Fig. 1: run 1, selected gate families
The bar under the picture is 100 µm long.
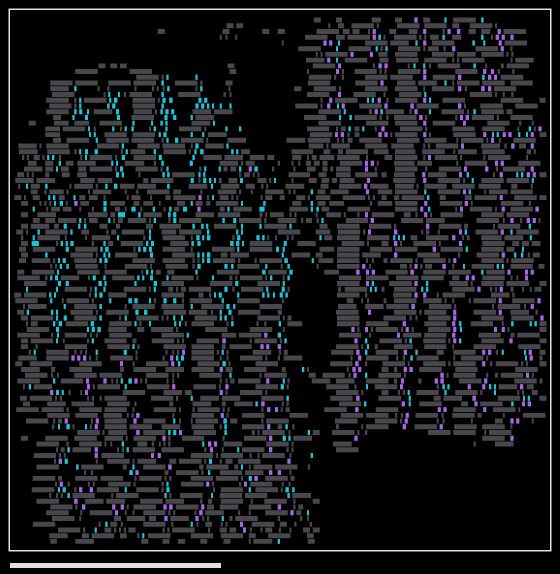
Fig. 2: run 1, where the registers sit
The bar under the picture is 100 µm long. Other sequential cells in the stronger grey, the rest of the logic in the fainter grey.
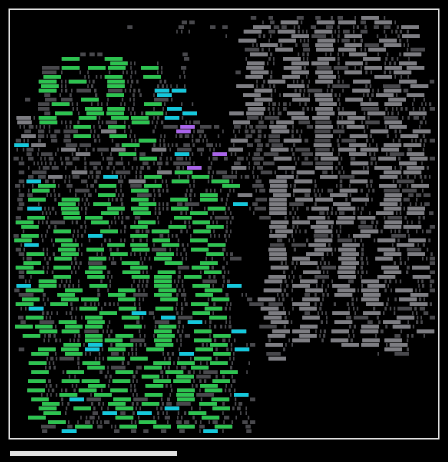
Fig. 3: run 1, the clock network
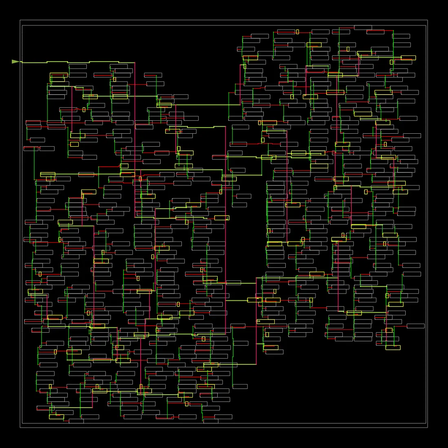
[src/rtl/wishbone_fifo_slave.sv]
// wishbone_fifo_slave: Wishbone classic mailbox with a bus-to-native TX FIFO and a native-to-bus RX FIFO
//   clk_i/rst_i : clock, asynchronous active-high reset
//   wb_*        : Wishbone classic slave port (DATA=0, STATUS=1, CONTROL=2 by wb_adr_i[3:2])
//   tx_*        : valid/ready source draining the TX FIFO
//   rx_*        : valid/ready sink filling the RX FIFO
module wishbone_fifo_slave #(
  parameter int DEPTH = 8
) (
  input  logic        clk_i,
  input  logic        rst_i,
  input  logic [31:0] wb_dat_i,
  output logic [31:0] wb_dat_o,
  input  logic [31:0] wb_adr_i,
  input  logic [3:0]  wb_sel_i,
  input  logic        wb_cyc_i,
  input  logic        wb_stb_i,
  input  logic        wb_we_i,
  output logic        wb_ack_o,
  output logic [31:0] tx_data_o,
  output logic        tx_valid_o,
  input  logic        tx_ready_i,
  input  logic [31:0] rx_data_i,
  input  logic        rx_valid_i,
  output logic        rx_ready_o
);
  localparam int CNT_W = $clog2(DEPTH) + 1;
  localparam int PW = $clog2(DEPTH);
  typedef enum logic {IDLE, ACK} state_e;
  state_e state_q, state_d;
  logic [PW-1:0] tx_wr_q, tx_wr_d, tx_rd_q, tx_rd_d, rx_wr_q, rx_wr_d, rx_rd_q, rx_rd_d;
  logic [CNT_W-1:0] tx_cnt_q, tx_cnt_d, rx_cnt_q, rx_cnt_d;
  logic tx_ovf_q, tx_ovf_d, rx_unf_q, rx_unf_d;
  logic [31:0] dat_q, dat_d;
  logic [31:0] tx_mem [DEPTH];
  logic [31:0] rx_mem [DEPTH];
  logic [1:0] adr;
  logic req, tx_full, tx_empty, rx_full, rx_empty;
  logic data_wr, data_rd, ctl_wr;
  logic tx_push, tx_pop, rx_push, rx_pop, flush_tx, flush_rx, clr;
  logic [31:0] status;
  logic unused;
  assign unused = ^{wb_adr_i[31:4], wb_adr_i[1:0], wb_sel_i[3:1]};
  assign wb_ack_o = state_q == ACK;
  assign wb_dat_o = wb_ack_o ? dat_q : 32'd0;
  assign tx_valid_o = !tx_empty;
  assign rx_ready_o = !rx_full;
  assign tx_data_o = tx_mem[tx_rd_q];
  always_comb begin
    adr = wb_adr_i[3:2];
    // a strobe still high during ACK is the tail of the current access, not a new one
    req = state_q == IDLE && wb_cyc_i && wb_stb_i;
    tx_full = tx_cnt_q == CNT_W'(DEPTH);
    tx_empty = tx_cnt_q == '0;
    rx_full = rx_cnt_q == CNT_W'(DEPTH);
    rx_empty = rx_cnt_q == '0;
    data_wr = req && wb_we_i && adr == 2'd0;
    data_rd = req && !wb_we_i && adr == 2'd0;
    ctl_wr = req && wb_we_i && adr == 2'd2 && wb_sel_i[0];
    // fullness is judged before any same-edge native pop
    tx_push = data_wr && !tx_full;
    tx_pop = tx_valid_o && tx_ready_i;
    rx_push = rx_valid_i && rx_ready_o;
    rx_pop = data_rd && !rx_empty;
    flush_tx = ctl_wr && wb_dat_i[0];
    flush_rx = ctl_wr && wb_dat_i[1];
    clr = ctl_wr && wb_dat_i[2];
    status = {8'd0, 8'(rx_cnt_q), 8'(tx_cnt_q), 2'd0, rx_unf_q, tx_ovf_q, rx_full, rx_empty, tx_full, tx_empty};
    tx_wr_d = flush_tx ? '0 : tx_wr_q + PW'(tx_push);
    tx_rd_d = flush_tx ? '0 : tx_rd_q + PW'(tx_pop);
    tx_cnt_d = flush_tx ? '0 : tx_cnt_q + CNT_W'(tx_push) - CNT_W'(tx_pop);
    rx_wr_d = flush_rx ? '0 : rx_wr_q + PW'(rx_push);
    rx_rd_d = flush_rx ? '0 : rx_rd_q + PW'(rx_pop);
    rx_cnt_d = flush_rx ? '0 : rx_cnt_q + CNT_W'(rx_push) - CNT_W'(rx_pop);
    tx_ovf_d = clr ? 1'b0 : tx_ovf_q | (data_wr && tx_full);
    rx_unf_d = clr ? 1'b0 : rx_unf_q | (data_rd && rx_empty);
    dat_d = rx_pop ? rx_mem[rx_rd_q] : (req && !wb_we_i && adr == 2'd1) ? status : 32'd0;
    state_d = req ? ACK : IDLE;
  end
  always_ff @(posedge clk_i or posedge rst_i)
    if (rst_i) begin
      state_q <= IDLE;
      tx_wr_q <= '0;
      tx_rd_q <= '0;
      tx_cnt_q <= '0;
      rx_wr_q <= '0;
      rx_rd_q <= '0;
      rx_cnt_q <= '0;
      tx_ovf_q <= 1'b0;
      rx_unf_q <= 1'b0;
      dat_q <= 32'd0;
    end else begin
      state_q <= state_d;
      tx_wr_q <= tx_wr_d;
      tx_rd_q <= tx_rd_d;
      tx_cnt_q <= tx_cnt_d;
      rx_wr_q <= rx_wr_d;
      rx_rd_q <= rx_rd_d;
      rx_cnt_q <= rx_cnt_d;
      tx_ovf_q <= tx_ovf_d;
      rx_unf_q <= rx_unf_d;
      dat_q <= dat_d;
    end
  always_ff @(posedge clk_i) begin
    if (tx_push) tx_mem[tx_wr_q] <= wb_dat_i;
    if (rx_push) rx_mem[rx_wr_q] <= rx_data_i;
  end
endmodule

[config.mk]
export PLATFORM = sky130hd
export DESIGN_NAME = wishbone_fifo_slave
export DESIGN_NICKNAME = d
export VERILOG_FILES = /design/src/rtl/wishbone_fifo_slave.sv
export SDC_FILE = /design/constraint.sdc
export NUM_CORES = 1
export LEC_CHECK = 0
export ABC_AREA = 1
export CAP_MARGIN = 30
export CELL_PAD_IN_SITES_DETAIL_PLACEMENT = 1
export CELL_PAD_IN_SITES_GLOBAL_PLACEMENT = 2
export CORE_UTILIZATION = 36
export DETAILED_ROUTE_END_ITERATION = 12
export HOLD_SLACK_MARGIN = 0.05
export PLACE_DENSITY = 0.77
export SYNTH_ARGS = -nofsm -noshare
export SYNTH_HDL_FRONTEND = slang
export SYNTH_SLANG_ARGS = --single-unit
export TNS_END_PERCENT = 5
[constraint.sdc]
create_clock -name clk_i -period 3.2 [get_ports clk_i]
set_clock_uncertainty 0.15 [all_clocks]
set_input_delay 0.64 -clock clk_i [delete_from_list [all_inputs] [get_ports clk_i]]
set_output_delay 0.64 -clock clk_i [all_outputs]
set_load 0.01 [all_outputs]
==> results.yml, run 1 <==
# generated from flow reports
placement:
  post_dp_cell_area_um2: 26020
  port_buffers: 140
  dpl.hpwl_mm: 34.33
worst_setup_path:
  worst_path_max_delay_cell: "sky130_fd_sc_hd__dfrtp_4"
  class_of_the_most_critical_setup_path: "flop to output port"
  critical_path_arrival_ps: 2320
  worst_r2r_setup_slack_ps: 590
  critPathMostFrequentCell: "sky130_fd_sc_hd__nand2_1"
  worst-endpoint-required_ps: 2410
  crit_path_cell_trace: "buf_12, inv_8, buf_16, nor2_1, o21ai_0, nand2_1, nand2_1, clkdlybuf4s15_1"
  worstReg2RegStart: "wb_ack_o"
  launching_element_type_of_the_critical_path: "flop"
  timing.critical_path.max_delay_family: "buffers and inverters"
  worstSetupEndpoint: "tx_data_o[2]"
  timing.rr.end: "tx_cnt_q[2]"
  worst-r2r-cell-count: 12
final_layout:
  nonClockBufferCount: 209
  layout.cells.non_filler: 3088
  final-comb-area_um2: 5436
  logic_gate_count: 1186
  finalCoreUtilization_pct: 44.62
  final_cell_mix: "sky130_fd_sc_hd__edfxtp_1 (512), sky130_fd_sc_hd__nor2_1 (367), sky130_fd_sc_hd__nand2_1 (355)"
  ff_latch_area_um2: 16760
  inverters_excl_clock: 163
  largestClassByArea: "registers"
  comb_share_pct: 19.18
  fraction_of_area_in_clock_buffers_and_inverters_pct: 7.163
  final_layout_size_suffix_gt1_share_pct: 9.688
  layout.buffer.nonclock.area_share_pct: 8.584
run:
  timing.max_cap.violations: 0
logic_synthesis:
  synth_xor_xnor_area_share_pct: 0.3008
  most_used_standard_cells_in_the_synthesized_netlist: "sky130_fd_sc_hd__edfxtp_1 (512), sky130_fd_sc_hd__nor2_1 (389), sky130_fd_sc_hd__nand2_1 (355), sky130_fd_sc_hd__o21ai_0 (209), sky130_fd_sc_hd__inv_1 (159)"
  enable_flop_cells: 512
  synth_area_leader_cell: "sky130_fd_sc_hd__edfxtp_1"
  synth.cellmix.simpleShare_pct: 15.54
  compound_area_share_pct: 5.759
  synthesis.yosys.warnings: 0
  synth.yosys.num_cells: 2021
  count_of_unique_library_cells_instantiated_by_yosys: 36
  topCombFamilyByArea: "simple AND/OR/NAND/NOR gates"
  asyncSetResetFlopFracSynth_pct: 9.700
  synth.yosys.chip_area_um2: 23290
  fa_ha_maj_cells_area_fraction_pct: 1.139
  yosys-mux-area-fraction_pct: 0
  top_cells_by_area: "sky130_fd_sc_hd__edfxtp_1 (66%), sky130_fd_sc_hd__nor2_1 (6.3%), sky130_fd_sc_hd__dfrtp_1 (5.9%)"
  ys.flops: 567
outcome:
  status: "complete, no violations"
timing:
  max_freq_mhz: 321.4
  final_max_tran_viols: 0
  tns_ps: 0
  post-route-min-period_ps: 3112
  holdWs_ps: 256.1
  timing.final.hold_violations: 0
pwr:
  power.share.combinational_pct: 31.7
  seq_power_share_pct: 38.4
  post-layout-total-power_mw: 23.72
  switching_power_mw: 8.076
  clock_power_share_pct: 30.0
  power.density_nw_per_um2: 836.8
  worst_ir_drop_vdd_mv: 0.4662
global_routing:
  grt.overflow.total: 0
  grt_util_all_layers_pct: 18.39
  initial_antenna_violation_count: 4
  grt_pass1_vias: 15780
drt:
  firstDrtPassIters: 5
  vias_per_cell: 4.927
  drt_iter0_drc: 812
  routed-via-count: 15210
  drt-total-wl_mm: 62.63
cts:
  cts-htree-levels: 2
  post-cts-setup-buffers: 1
  number_of_buffers_inserted_by_hold_repair_at_cts: 0
  tritoncts_clock_tree: "done"
  cts-root-buf: "sky130_fd_sc_hd__clkbuf_16"
  ctsResizeCount: 38
  clkSinkCount: 567
  ctsLongestPathBuffers: 3
floorplanning:
  die_h_um: 256.4
  ioPinCount: 174
  core_area_um2: 63540
  placement_rows: 92
  die_width_um: 256.4
  nWellTaps: 846
  floorplan.die_area_um2: 65720
worst_hold_path:
  worstHoldPathType: "input port to asynchronous set/reset pin"
Back to the opening pictures, Fig. 1:
nand cells: in cyan, cells 469. aoi and oai cells: in purple, cells 268, where spread over the die.

Back to the opening pictures, Fig. 2:
dat_q: in cyan, flops 32. tx_cnt_q: in purple, flops 4. rx_mem: in green, flops 256.
Another 275 sequential cells are not coloured.

Back to the opening pictures, Fig. 3:
clock latency reported for the late side of the worst-skew pair: 650 ps
number of sequential storage elements: 567
number of clock buffers in the layout: 80
clock buffer count from CTS: 61
Clk. pwr: 7.11 mW

==> run 1: power groups by stage <==
stage          Sequential (mW)  Clock (mW)  Combinational (mW)
5_1_grt                   9.16        7.52                8.31
3_5_place_dp              9.30           0                7.15
6_report                  9.10        7.11                7.52
4_1_cts                   9.14        7.25                7.16
3_3_place_gp              9.26           0                6.89
2_1_floorplan             9.09           0                4.61
==> run 1: layer usage <==
| metal | up-vias | track usage, % | wire length, µm |
|---|---|---|---|
| met5 | - | 0 | 39 |
| met1 | 7655 | 23.40 | 27140 |
| met4 | 6 | 4.641 | 1312 |
| met3 | 103 | 2.995 | 2695 |
| li1 | 7139 | - | - |
| met2 | 311 | 32.45 | 31440 |
Fig. 4: run 1, metal layers overlaid
Only two layers are drawn.
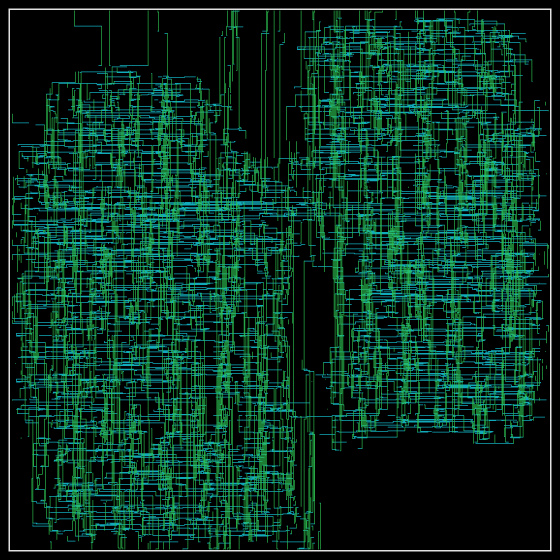

--- run 2 (diff from run 1) ---
Settings changed: GPL_ROUTABILITY_DRIVEN set to 0, GPL_TIMING_DRIVEN set to 0, HOLD_SLACK_MARGIN 0.05 to not set.
Fig. 5: run 2, metal layers overlaid
Only two layers are drawn.
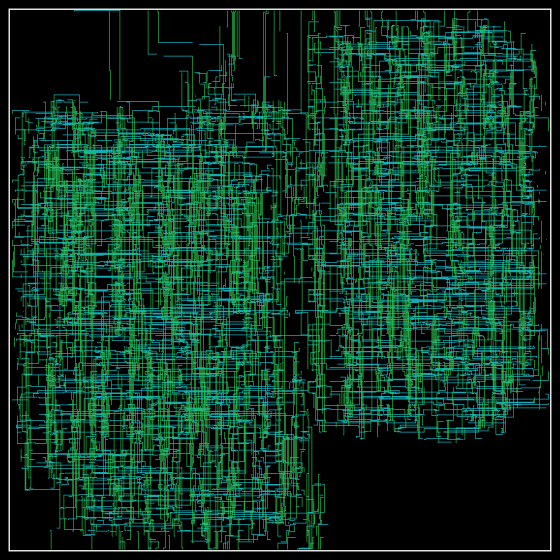
M2: in green, wire length 35.0 mm. M1: in cyan, wire length 29.0 mm.
Avg WL per Cell: 21.86 µm
Tot GR Track Use: 20.83%
total vias in the final route: 15.73k
overall routed net length: 68.56 mm

Fig. 6: run 2, where the registers sit
The bar under the picture is 100 µm long. Other sequential cells in the stronger grey, the rest of the logic in the fainter grey.
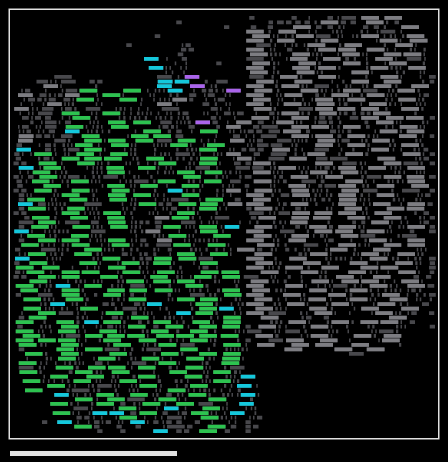
tx_cnt_q: in purple, flops 4, where top centre. dat_q: in cyan, flops 32. rx_mem: in green, flops 256.
sequential cell area share: 58.84%
sequential-cell power consumption: 8.99 mW
utilization of the core after routing: 44.81%
register area: 16750 µm²

Fig. 7: run 2, pin placement
Pins as bars across the die edge, other pins in grey.
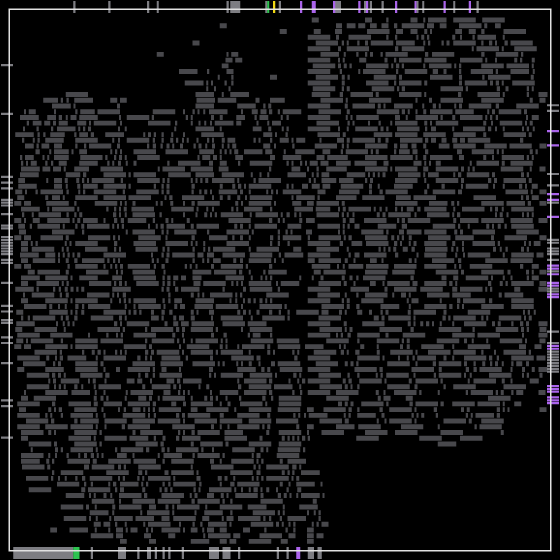
wb_sel_i: in green, pins 4, direction input, edge 3 bottom, 1 top. wb_dat_i: in purple, pins 32, direction input, edge 20 right, 10 top, 2 bottom. tx_valid_o: in yellow, pins 1, direction output, edge top.

==> results.yml, run 2 <==
# generated from flow reports
pwr:
  power.combinational.total_mw: 8.13
  worst_ir_drop_vdd_mv: 0.5365
  post-layout-total-power_mw: 24.48
  switching_power_mw: 8.557
  power.share.combinational_pct: 33.2
  p_clk_mw: 7.36
  power.density_nw_per_um2: 859.8
  clock_power_share_pct: 30.1
timing:
  tns_ps: -849.6
  final_max_tran_viols: 0
  post-route-min-period_ps: 3348
  worst_setup_slack_after_layout_ps: -148.1
  max_freq_mhz: 298.7
  report.final.setup_viol: 10
placement:
  port_buffers: 140
  post_dp_cell_area_um2: 26220
  dpl.hpwl_mm: 44.84
global_routing:
  grt_most_used_layer: "met2"
  grt_use_met2_pct: 37.09
  grt_pass1_vias: 16770
  grtUsageMet1_pct: 26.21
  initial_antenna_violation_count: 0
  met3_grt_util_pct: 2.906
  grt.overflow.total: 0
drt:
  route.met2.wl_mm: 35.03
  wl_met1_mm: 28.95
  drt_iter0_drc: 814
  detailed_routed_wire_length_on_met3_mm: 2.868
  vias_per_cell: 5.016
  topRoutingLayerUsed: "met4"
floorplanning:
  die_width_um: 256.4
  core_area_um2: 63540
  floorplan.die_area_um2: 65720
  die_h_um: 256.4
  placement_rows: 92
logic_synthesis:
  asyncSetResetFlopFracSynth_pct: 9.700
  most_used_standard_cells_in_the_synthesized_netlist: "sky130_fd_sc_hd__edfxtp_1 (512), sky130_fd_sc_hd__nor2_1 (389), sky130_fd_sc_hd__nand2_1 (355), sky130_fd_sc_hd__o21ai_0 (209), sky130_fd_sc_hd__inv_1 (159)"
  synth.yosys.num_cells: 2021
  count_of_unique_library_cells_instantiated_by_yosys: 36
  synthesis.yosys.warnings: 0
  synth.yosys.chip_area_um2: 23290
  synth_area_leader_cell: "sky130_fd_sc_hd__edfxtp_1"
  enable_flop_cells: 512
  top_cells_by_area: "sky130_fd_sc_hd__edfxtp_1 (66%), sky130_fd_sc_hd__nor2_1 (6.3%), sky130_fd_sc_hd__dfrtp_1 (5.9%)"
  yosysTopAreaCellShare_pct: 66.01
worst_setup_path:
  worstSetupEndpoint: "tx_data_o[2]"
  timing.rr.end: "tx_mem[2][22]"
  worst_r2r_setup_slack_ps: 480
  timing.critical_path.max_delay_family: "buffers and inverters"
  class_of_the_most_critical_setup_path: "flop to output port"
  worst-endpoint-required_ps: 2410
  launching_element_type_of_the_critical_path: "flop"
  worstReg2RegStart: "wb_ack_o"
  crit_path_cell_trace: "buf_8, buf_4, nor2_1, nor2_1, o21ai_0, o21ai_1, nand2_1, nand2_1, clkdlybuf4s50_1"
  worst_path_max_delay_cell: "sky130_fd_sc_hd__clkdlybuf4s50_1"
  critical_path_arrival_ps: 2560
worst_hold_path:
  worstHoldPathType: "flop to flop"
cts:
  cts-htree-levels: 2
  ctsLongestPathBuffers: 3
  number_of_buffers_inserted_by_hold_repair_at_cts: 0
  cts-buffers-inserted: 61
  tritoncts_clock_tree: "done"
  post-cts-setup-buffers: 0
  ctsResizeCount: 66
  cts-root-buf: "sky130_fd_sc_hd__clkbuf_16"
  clkSinkCount: 567
run:
  timing.max_cap.violations: 0
final_layout:
  layout.cells.non_filler: 3136
  final-comb-area_um2: 5429
outcome:
  status: "complete, but fails checks"
  violated_checks: "negative setup slack"
-- run 2: cell counts after synthesis --
Identical to the previous run, type by type.
-- run 2: cell families (layout without fill, tap and decap cells) --
family	after synthesis	count (layout)	share of synthesized area, %
flops	567	567	71.92
fa+ha+maj	20	20	1.139
xor+xnor	8	8	0.3008
simple gates	890	890	15.54
compound gates	268	268	5.759
buf+inv	268	537	5.340
-- run 2: layout make-up --
cell class | instances | share of cell area [%]
multi-input cells | 1186 | 19.07
repair buffers | 156 | 6.157
inverters | 163 | 2.167
well taps | 846 | 3.718
plain buffers | 105 | 2.672
clock inverters | 34 | 1.560
clock buffers | 79 | 5.814
flip-flops and latches | 567 | 58.84
-- run 2: worst min-delay path: cells and delay by family, from the launching register on --
kind	cells	cell delay, ps
DFF	1	360
and+or+nand+nor	2	120
Power and IR drop assume default switching activity.
